Fig. 1: clock network drawn from the DEF
Bar = 20 um.
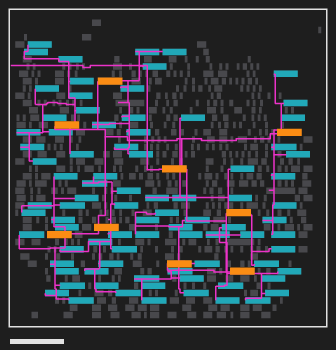
Fig. 2: routed metal per tile
24 x 24 tiles, from dark blue (low) to red (high), scaled to the fullest tile. Values are wire area over tile area, all layers added.
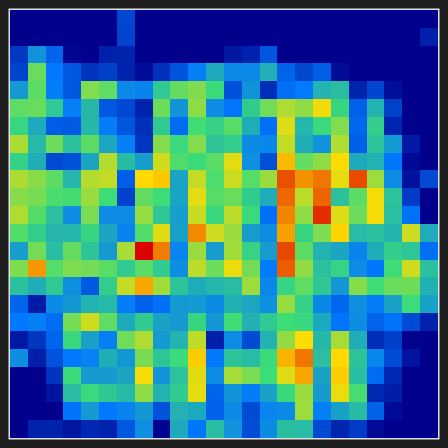
Fig. 3: placed standard cells
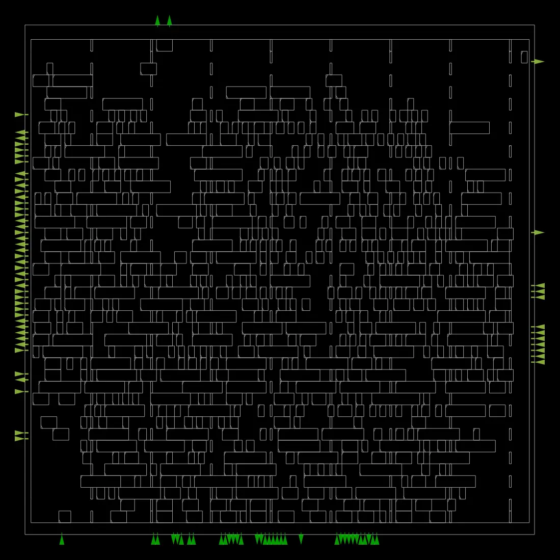
==> config.mk <==
export PLATFORM = sky130hd
export DESIGN_NAME = ddr_ctrl_rd
export DESIGN_NICKNAME = d
export VERILOG_FILES = /design/src/rtl/sdram_pkg.sv /design/src/rtl/ddr_ctrl_rd.sv
export SDC_FILE = /design/constraint.sdc
export NUM_CORES = 1
export LEC_CHECK = 0
export ABC_AREA = 1
export CELL_PAD_IN_SITES_DETAIL_PLACEMENT = 1
export CELL_PAD_IN_SITES_GLOBAL_PLACEMENT = 2
export CORE_UTILIZATION = 32
export DETAILED_ROUTE_END_ITERATION = 12
export MAX_ROUTING_LAYER = met4
export PLACE_DENSITY = 0.9
export SLEW_MARGIN = 5
export SYNTH_ARGS = -nofsm -noshare
export SYNTH_HDL_FRONTEND = slang
export SYNTH_SLANG_ARGS = --single-unit
==> constraint.sdc <==
create_clock -name sys_clk -period 3.08 [get_ports sys_clk]
set_input_delay 0.462 -clock sys_clk [delete_from_list [all_inputs] [get_ports sys_clk]]
set_output_delay 0.462 -clock sys_clk [all_outputs]
set_load 0.005 [all_outputs]
==> summary.txt <==
run metrics: status=finished clean, drt drc=0, R2R depth=11, met1 usage=22.75%, cell area power density=915.5 nW/um2, post-placement cell area=5328 um2, number of standard cells reported by yosys=530, Flops after synth=85, top-area cell type share of the netlist area=39.22%, final hold viol count=0, sequential area share after synthesis=50.28%, DIE WIDTH=117.6 um, fmax=480.4 MHz, Comb gate area=1755 um2, drt pass-1 iters=4, ys flop type=dfrtp_1, area grow syn2layout=32.46%, CTS tree=built, chip area=13830 um2, gr busiest metal=met2, Worst path slowest cell=dfrtp_1, Crit Path Class=reg2reg, area leader, netlist=dfrtp_1, IO Count=91, Critical path buffers and inverters=0, chip height=117.6 um, VDD IR-drop max=465.5 uV, Reg clk slew, reported paths=60 ps, CP delay by family, top=simple AND/OR/NAND/NOR gates, Final TNS setup=0 ps, Ys Warns=0, Worst Setup Slack, final=998.3 ps, Cell Rows=41, syn nets=588, XORs/XNORs by Area=3.073%, clk root buf=clkbuf_16, final core occ=44.16%, share of flip-flops with an asynchronous set or reset=100.0%, ant diodes=0, design area=5663 um2, unrepaired setup endpoints after global routing=false, synthesized area=4275 um2, pin count of the biggest net entering global routing=86, Basic Gates by Area=28.30%, global-route wire length before repair=20110 um, H-tree lvl count=3, Cell Type Count=36, vias in the first global route=4089, worst hold-check path type=in2async, Placer Congestion=0.8249, most frequent cells in the layout=nand2_1, clkdlybuf4s50_1, inv_1, dfrtp_1, o21ai_0, core region area=12820 um2, cycle use final=67.59%, critical-path cell list=ha_1, nand2_2, nor2_4, nand3_1, nand2_1, nand3_2, nor2_4, nand3_2, nand2_1, nand2_1, nor2_1, DRT iter0 DRCs=139, Slew headroom=28.34%, crit path max fanout=12, tool warnings=28, Post-synth area hogs=dfrtp_1, nand2_1, dfstp_2, average via count per standard cell=4.688, most frequent cell on the critical path=nand2_1, max FFs per register=16, Worst Path Required=3360 ps, HPWL after DPL=8564 um, met2 usage=30.51%, met3 Use GR=5.959%, Mapped Avg Cell Area=8.067 um2, post-CTS setup buffer count=0, Post-synth mux share=0%, critical path endpoint category=register, Crit. path cell count=11, Compound Share, Synth=8.428%, Chip Area, Yosys=4275 um2, IO Port Bufs=89, Synth Area in Adders=1.171%, crit path time final=2082 ps, layout cell share with drive strength beyond 1=10.91%, nets=676, Crit path arrival time=2360 ps
About Fig. 1:
legend:
  cells driving clock nets:
    colour: orange
    count: 9
  clock wires:
    colour: magenta
    length: 1160 um
  flip-flops:
    colour: cyan
    count: 85
flops lie: widely spread
routed clock nets: 10
Clock Latency Late Sink: 350 ps
Setup Skew: 5.440 ps

About Fig. 2:
tiles over half the peak: 27%
nearly empty tiles: 17%
fullest tile: 0.39
mean over tiles: 0.13
densest ninth of the die: centre
via count: 3727
gr usage total: 18.95%

About Fig. 3:
non-filler cells, final: 795
sequential cells: 85
fillcell total: 1546
TAP cells: 172

[where the power goes]
part | total [W] | switching (W) | internal (W)
logic | 0.00200 | 0.00111 | 0.000891
clock network | 0.00123 | 0.000437 | 0.000795
registers | 0.00195 | 0.000300 | 0.00165
[through the flow]
| stage | total power (W) | instances |
|---|---|---|
| after floorplan | 0.003034 | 530 |
| after global placement | 0.003897 | 779 |
| after detailed placement | 0.003988 | 779 |
| after CTS | 0.005267 | 795 |
| after global routing | 0.005597 | 795 |
| final | 0.005184 | 795 |
[Yosys cell counts, types with 3 or more instances]
cell type  number
nor2_2          3
dfrtp_1        67
o21ai_0        38
clkbuf_1        6
o221ai_1        9
nand2_1       180
nand3_2        15
xor2_1          9
clkinv_1        3
buf_2           8
nand3_1        23
dfstp_2        18
nand4_1         3
inv_2           5
ha_1            4
xnor2_1         6
nand2_2         3
inv_1          67
o21ai_1        10
nor2_1         31
[kinds of logic (layout without fill, tap and decap cells)]
| group | count (synthesis) | in the layout |
|---|---|---|
| AOI/OAI and AO/OA | 63 | 63 |
| xor gates and xnor gates | 15 | 15 |
| adders and majority gates | 4 | 4 |
| buffers and inverters | 92 | 185 |
| DFF | 85 | 85 |
| other | 1 | 1 |
| and+or+nand+nor | 270 | 270 |
[layer usage]
layer | part of all wire, % | routed length [um]
met1 | 46 | 5360
met2 | 48 | 5555
met3 | 5.0 | 586
met4 | 1.5 | 176
met5 | 0 | 0
[final cells by class]
cell class,instances,area share (%)
timing repair buffer,94,16.35
clock inverter,4,1.745
clock buffer,12,4.176
inverter,75,4.971
tap,172,3.800
sequential,85,37.96
multi-input combinational,353,31.00
No activity file was given, so power comes from the tool's default toggle rates.
